<file path="config.mk">
export PLATFORM = sky130hd
export DESIGN_NAME = rv_iter_divider
export DESIGN_NICKNAME = d
export VERILOG_FILES = /design/src/rtl/rv_iter_divider_pkg.sv /design/src/rtl/rv_div_step.sv /design/src/rtl/rv_iter_divider.sv
export SDC_FILE = /design/constraint.sdc
export NUM_CORES = 1
export LEC_CHECK = 0
export CORE_MARGIN = 2
export CORE_UTILIZATION = 38
export CTS_CLUSTER_DIAMETER = 40
export DETAILED_ROUTE_END_ITERATION = 6
export SETUP_SLACK_MARGIN = 0.1
export SLEW_MARGIN = 20
export SYNTH_ARGS = -nofsm -noshare
export SYNTH_HDL_FRONTEND = slang
export SYNTH_SLANG_ARGS = --single-unit
</file>
<file path="constraint.sdc">
create_clock -name clk -period 3.3 [get_ports clk]
set_input_delay 0.66 -clock clk [delete_from_list [all_inputs] [get_ports clk]]
set_output_delay 0.66 -clock clk [all_outputs]
set_load 0.005 [all_outputs]
</file>
<file path="src/rtl/rv_iter_divider_pkg.sv">
// Shared types and op-code helpers for the RV32M iterative divider.
package rv_iter_divider_pkg;

  typedef enum logic [1:0] {
    ST_IDLE = 2'd0,
    ST_CALC = 2'd1,
    ST_FIX  = 2'd2,
    ST_DONE = 2'd3
  } div_state_t;

  localparam logic [1:0] DIV_OP_DIV  = 2'b00;
  localparam logic [1:0] DIV_OP_DIVU = 2'b01;
  localparam logic [1:0] DIV_OP_REM  = 2'b10;
  localparam logic [1:0] DIV_OP_REMU = 2'b11;

  function automatic logic op_is_signed(input logic [1:0] op);
    return ~op[0];
  endfunction

  function automatic logic op_is_rem(input logic [1:0] op);
    return op[1];
  endfunction

endpackage

</file>
<file path="src/rtl/rv_div_step.sv">
// One radix-2 restoring division step: shift in a dividend bit, trial-subtract the divisor.
module rv_div_step
  import rv_iter_divider_pkg::*;
#(
  parameter int unsigned XLEN = 32
) (
  input  logic [XLEN:0]   rem,
  input  logic            dvd_bit,
  input  logic [XLEN-1:0] dvs,
  output logic [XLEN:0]   rem_nxt,
  output logic            q_bit
);

  logic [XLEN+1:0] shifted;
  logic [XLEN+1:0] diff;

  // Extra top bit of diff acts as the borrow of the trial subtraction.
  always_comb begin
    shifted = {rem, dvd_bit};
    diff    = shifted - {2'b00, dvs};
    q_bit   = ~diff[XLEN+1];
    rem_nxt = q_bit ? diff[XLEN:0] : shifted[XLEN:0];
  end

endmodule

</file>
<file path="src/rtl/rv_iter_divider.sv">
// Multi-cycle RV32M DIV/DIVU/REM/REMU unit (radix-2 restoring) with RISC-V special cases.
// Optional last-operation result cache enabled by defining RV_DIV_LAST_OP_CACHE_EN.
module rv_iter_divider
  import rv_iter_divider_pkg::*;
#(
  parameter int unsigned XLEN = 32
) (
  input  logic            clk,
  input  logic            rst,
  input  logic            flush,
  input  logic            in_valid,
  output logic            in_ready,
  input  logic [1:0]      op,
  input  logic [XLEN-1:0] opr_1,
  input  logic [XLEN-1:0] opr_2,
  output logic            out_valid,
  input  logic            out_ready,
  output logic [XLEN-1:0] out
);

  localparam int unsigned CNT_W = $clog2(XLEN);
  localparam logic [XLEN-1:0] MIN_NEG = {1'b1, {(XLEN-1){1'b0}}};

  div_state_t state, state_nxt;
  logic accept, short_path;

  logic [CNT_W-1:0] cnt;
  logic [XLEN-1:0]  dvd, dvs;
  logic [XLEN:0]    rem, rem_nxt;
  logic             q_bit, q_neg, r_neg, sel_rem;

  logic             sgn, a_neg, b_neg, div_zero, ovf;
  logic [XLEN-1:0]  abs_a, abs_b, sp_q, sp_r, fix_q, fix_r;
  logic             cache_hit;
  logic [XLEN-1:0]  cache_q, cache_r;

  rv_div_step #(.XLEN(XLEN)) u_step (
    .rem     (rem),
    .dvd_bit (dvd[XLEN-1]),
    .dvs     (dvs),
    .rem_nxt (rem_nxt),
    .q_bit   (q_bit)
  );

  // Operand conditioning and short-path result selection at accept time.
  always_comb begin
    sgn        = op_is_signed(op);
    a_neg      = sgn & opr_1[XLEN-1];
    b_neg      = sgn & opr_2[XLEN-1];
    abs_a      = a_neg ? -opr_1 : opr_1;
    abs_b      = b_neg ? -opr_2 : opr_2;
    div_zero   = (opr_2 == '0);
    ovf        = sgn && (opr_1 == MIN_NEG) && (opr_2 == '1);
    sp_q       = cache_q;
    sp_r       = cache_r;
    if (div_zero) begin
      sp_q = '1;
      sp_r = opr_1;
    end else if (ovf) begin
      sp_q = opr_1;
      sp_r = '0;
    end
    short_path = div_zero | ovf | cache_hit;
    fix_q      = q_neg ? -dvd : dvd;
    fix_r      = r_neg ? -rem[XLEN-1:0] : rem[XLEN-1:0];
  end

  // Next-state logic; flush forces IDLE and blocks accept/consume.
  always_comb begin
    state_nxt = state;
    accept    = 1'b0;
    if (flush) begin
      state_nxt = ST_IDLE;
    end else begin
      case (state)
        ST_IDLE: if (in_valid) begin
          accept    = 1'b1;
          state_nxt = short_path ? ST_DONE : ST_CALC;
        end
        ST_CALC: if (cnt == '0) state_nxt = ST_FIX;
        ST_FIX:  state_nxt = ST_DONE;
        ST_DONE: if (out_ready) state_nxt = ST_IDLE;
        default: state_nxt = ST_IDLE;
      endcase
    end
  end

  always_ff @(posedge clk) begin
    if (rst) begin
      state     <= ST_IDLE;
      in_ready  <= 1'b1;
      out_valid <= 1'b0;
    end else begin
      state     <= state_nxt;
      in_ready  <= (state_nxt == ST_IDLE);
      out_valid <= (state_nxt == ST_DONE);
    end
  end

  // Datapath: operand latch, iteration, sign fix-up, result register.
  always_ff @(posedge clk) begin
    if (rst) begin
      cnt     <= '0;
      dvd     <= '0;
      dvs     <= '0;
      rem     <= '0;
      q_neg   <= 1'b0;
      r_neg   <= 1'b0;
      sel_rem <= 1'b0;
      out     <= '0;
    end else if (accept) begin
      cnt     <= CNT_W'(XLEN - 1);
      dvd     <= abs_a;
      dvs     <= abs_b;
      rem     <= '0;
      q_neg   <= a_neg ^ b_neg;
      r_neg   <= a_neg;
      sel_rem <= op_is_rem(op);
      if (short_path) out <= op_is_rem(op) ? sp_r : sp_q;
    end else if (!flush && state == ST_CALC) begin
      cnt <= cnt - 1'b1;
      dvd <= {dvd[XLEN-2:0], q_bit};
      rem <= rem_nxt;
    end else if (!flush && state == ST_FIX) begin
      out <= sel_rem ? fix_r : fix_q;
    end
  end

`ifdef RV_DIV_LAST_OP_CACHE_EN
  logic            c_vld, c_u, p_u;
  logic [XLEN-1:0] c_a, c_b, c_q, c_r, p_a, p_b;

  // Remember the last fully computed op; rst invalidates, flush never writes.
  always_ff @(posedge clk) begin
    if (rst) begin
      c_vld <= 1'b0;
      c_u   <= 1'b0;
      c_a   <= '0;
      c_b   <= '0;
      c_q   <= '0;
      c_r   <= '0;
      p_u   <= 1'b0;
      p_a   <= '0;
      p_b   <= '0;
    end else begin
      if (accept) begin
        p_a <= opr_1;
        p_b <= opr_2;
        p_u <= op[0];
      end
      if (!flush && state == ST_FIX) begin
        c_vld <= 1'b1;
        c_a   <= p_a;
        c_b   <= p_b;
        c_u   <= p_u;
        c_q   <= fix_q;
        c_r   <= fix_r;
      end
    end
  end

  assign cache_hit = c_vld && (opr_1 == c_a) && (opr_2 == c_b) && (op[0] == c_u);
  assign cache_q   = c_q;
  assign cache_r   = c_r;
`else
  assign cache_hit = 1'b0;
  assign cache_q   = '0;
  assign cache_r   = '0;
`endif

endmodule
</file>
==> images/m1.png <==
Supply wires on this layer in grey.
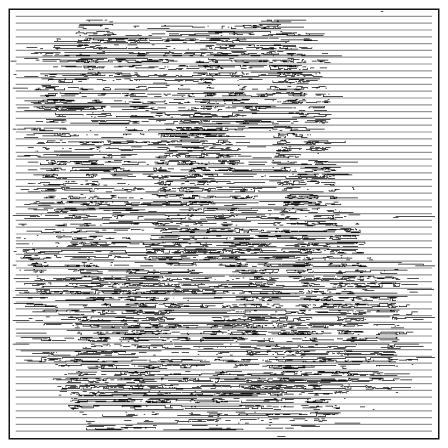
share of all routed wire: 47%
nets with wire on the layer: 1605
main direction: horizontal
total vias in the final route: 11100
total wire length after detailed routing: 35500 um
GRT met1 Usage: 34.2%

==> images/m2.png <==
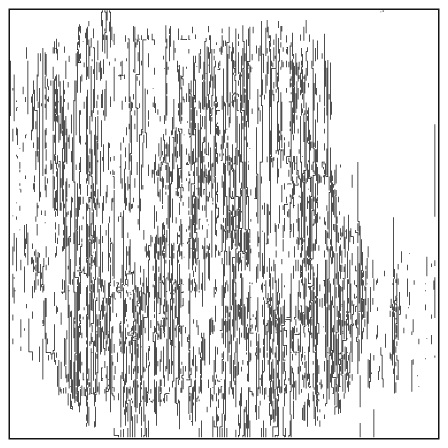
share of all routed wire: 44%
wire length on this layer: 15800 um
main direction: vertical
longest straight run: 51.0 um
global-route track usage on met2: 38.4%

==> images/m3.png <==
Scale bar: 50 um. Cells faint in the background.
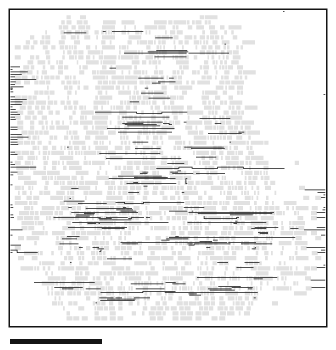
wire length on this layer: 2320 um
nets with wire on the layer: 177
share of all routed wire: 6.6%
GR Layer Usage met3: 4.23%

==> images/m4.png <==
Supply wires on this layer in grey. Cells faint in the background.
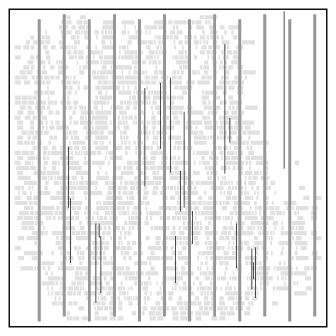
share of all routed wire: 1.8%
main direction: vertical

-- area by class of cell --
type,instances,area (sq um),area share (%)
sequential,141,2820,20.6
timing repair buffer,253,2270,16.6
clock inverter,13,154,1.12
tap,378,473,3.46
clock buffer,18,439,3.21
multi-input combinational,1154,7330,53.5
inverter,54,203,1.48
-- final timing paths --
kind | start | to | slack (ps) | cells past startpoint
max | opr_2[0] | out[31] | 150 | 13
min | dvs[31] | dvs[31] | 460 | 2
min reg2reg | dvs[31] | dvs[31] | 460 | 2
max reg2reg | dvd[31] | rem[30] | 210 | 12
-- power by group --
part           leakage [nW]  total, mW  switching, mW  internal [mW]
registers              1.15       1.87         0.0900           1.78
clock network         0.290       1.99          0.836           1.15
logic                  3.87       1.67          0.910          0.757
-- per-layer routing --
layer,share of wire (%),vias up,track usage (%)
li1,-,5513,-
met1,47,5158,34.2
met2,44,355,38.4
met3,6.6,40,4.23
met4,1.8,0,6.01
met5,0,-,0
-- repair_timing --
| action | 4_1_cts | 5_1_grt |
|---|---|---|
| setup endpoints to repair | 15 | 41 |
| gates resized | 2 | 11 |
| pin swaps | 0 | 0 |
| gates cloned | 0 | 0 |
| endpoints found under the hold margin | 0 | 0 |
-- worst min-delay path: stages, from the launching register on --
cell                      delay [ps]
sky130_fd_sc_hd__dfxtp_1         310
sky130_fd_sc_hd__nand2_1          50
sky130_fd_sc_hd__a21oi_1          50
-- registers in the layout (all words and copies together) (netlist names) --
| signal | cells |
|---|---|
| cnt | 5 |
| dvd | 32 |
| dvs | 32 |
| in_ready | 1 |
| out | 32 |
| out_valid | 1 |
| q_neg | 1 |
| r_neg | 1 |
| rem | 33 |
| sel_rem | 1 |
| state | 2 |
==> flow_summary_export.csv <==
group,metric,value,unit
status,run_status,"completed",
grt,grt_pass1_vias,10300,
timing,max_slew.worst_pin.slew,952,ps
timing,worst_hold_slack,456,ps
cells_and_area,syn_to_final_growth,28.8,%
setup_path,startpoint_type,"input port",
logic_synthesis,synth_stat.cells,1436,
setup_path,critical_path.top_delay_family,"simple AND/OR/NAND/NOR gates",
cells_and_area,finish.instance_area,13700,sq um
logic_synthesis,dominant_register_cell,"sky130_fd_sc_hd__dfxtp_1",
logic_synthesis,synth_chip_area,10600,sq um
placement,place.detailed.instances,1980,
die,die_height,171,um
logic_synthesis,synthesis.nets,1546,
route,drtPass1Iterations,5,
cells_and_area,fraction_of_final_layout_cells_sized_beyond_drive_strength_1,13.8,%
die,die_w,171,um
logic_synthesis,syn-cell-area,10600,sq um
setup_path,critPathBufInv,3,
grt,grt_first_pass_wirelength,55800,um
timing,skew,17.2,ps
timing,final_max_slew_viol_count,0,
placement,placed_cell_area,13000,sq um
logic_synthesis,yosysWarnings,0,
logic_synthesis,synth-compound-area-share,25.1,%
timing,final_period_util,95.3,%
timing,timing.final.ws_setup,154,ps
cts,cts-hold-fix-buffers,0,
cts,clock_tree.htree_level_count,4,
pwr,p_per_area,403,nW/um^2
setup_path,criticalPathCategory,"in2reg",
logic_synthesis,netlist.top_cell.by_instances,"sky130_fd_sc_hd__nor2_1",
logic_synthesis,avg_inst_size_synth,7.40,sq um
setup_path,cp_cell_sequence,"clkdlybuf4s50_1, ha_1, nand4_1, nor4_2, buf_4, nand4_1, nor3_2, or2_4, a21oi_2, or3_1, buf_12, nor3_1, nor3_1",
timing,grt_setup_unrepaired,"true",
die,i_o_pins,105,
setup_path,endpoint_kind,"flop",
setup_path,worst-endpoint-required,3580,ps
logic_synthesis,top_cells_by_count,"193 x sky130_fd_sc_hd__nor2_1, 141 x sky130_fd_sc_hd__dfxtp_1, 133 x sky130_fd_sc_hd__a21oi_1",
cts,clock_latency,430,ps
logic_synthesis,netlist_instances,1436,
cells_and_area,fin_nets,1731,
grt,gr-total-overflow,0,
route,detail_route.drc_violations,0,
die,core-area,27600,sq um
timing,period_minus_slack,3150,ps
cells_and_area,filler_cell_count,2780,
run,maxCapViolations,0,
logic_synthesis,number_of_enable_type_register_cells_in_the_synthesized_netlist,0,
pwr,leakage,5.30,nW
pwr,ir_drop,0.242,mV
route,final_antenna_net_count,0,
die,die_area,29300,sq um
logic_synthesis,and_or_nand_nor_cells_area_fraction,23.1,%
cts,clock_pin_transition_on_the_worst_setup_and_hold_timing_paths,60,ps
setup_path,critical_path_arrival,3430,ps
logic_synthesis,synth_xor_xnor_area_share,12.4,%
timing,setup_viol,0,
logic_synthesis,proportion_of_register_bits_with_asynchronous_set_or_reset_after_synthesis,0,%
cts,cts_made_buffers,17,
grt,antenna_found_initial,0,
cells_and_area,layout_top_cell,"sky130_fd_sc_hd__nor2_1",
timing,relSlewSlack,36.4,%
setup_path,crit_path_max_incr_delay,500,ps
die,floorplan.core_util,38.5,%
grt,groute.usage.overall,24.3,%
grt,grt_start_max_net_pins,93,
logic_synthesis,post-synth-top-area-fraction,26.6,%
timing,timing.final.hold_violations,0,
route,route.detailed.wl_per_inst,17.6,um
logic_synthesis,mux_area_share,2.85,%
logic_synthesis,ys.flops,141,
cells_and_area,antenna-diode-count,0,
placement,preCtsSetupSlack,-408,ps
logic_synthesis,fa_ha_area_share,4.66,%
cts,ctsRootBufferMaster,"sky130_fd_sc_hd__clkbuf_16",
cells_and_area,lay_top_cells,"191 x sky130_fd_sc_hd__nor2_1, 141 x sky130_fd_sc_hd__dfxtp_1, 141 x sky130_fd_sc_hd__buf_4",
placement,detailedPlacementHpwl,27400,um
logic_synthesis,synth.distinct_cells,69,
timing,achievable-frequency,318,MHz
No activity file was given, so power comes from the tool's default toggle rates.
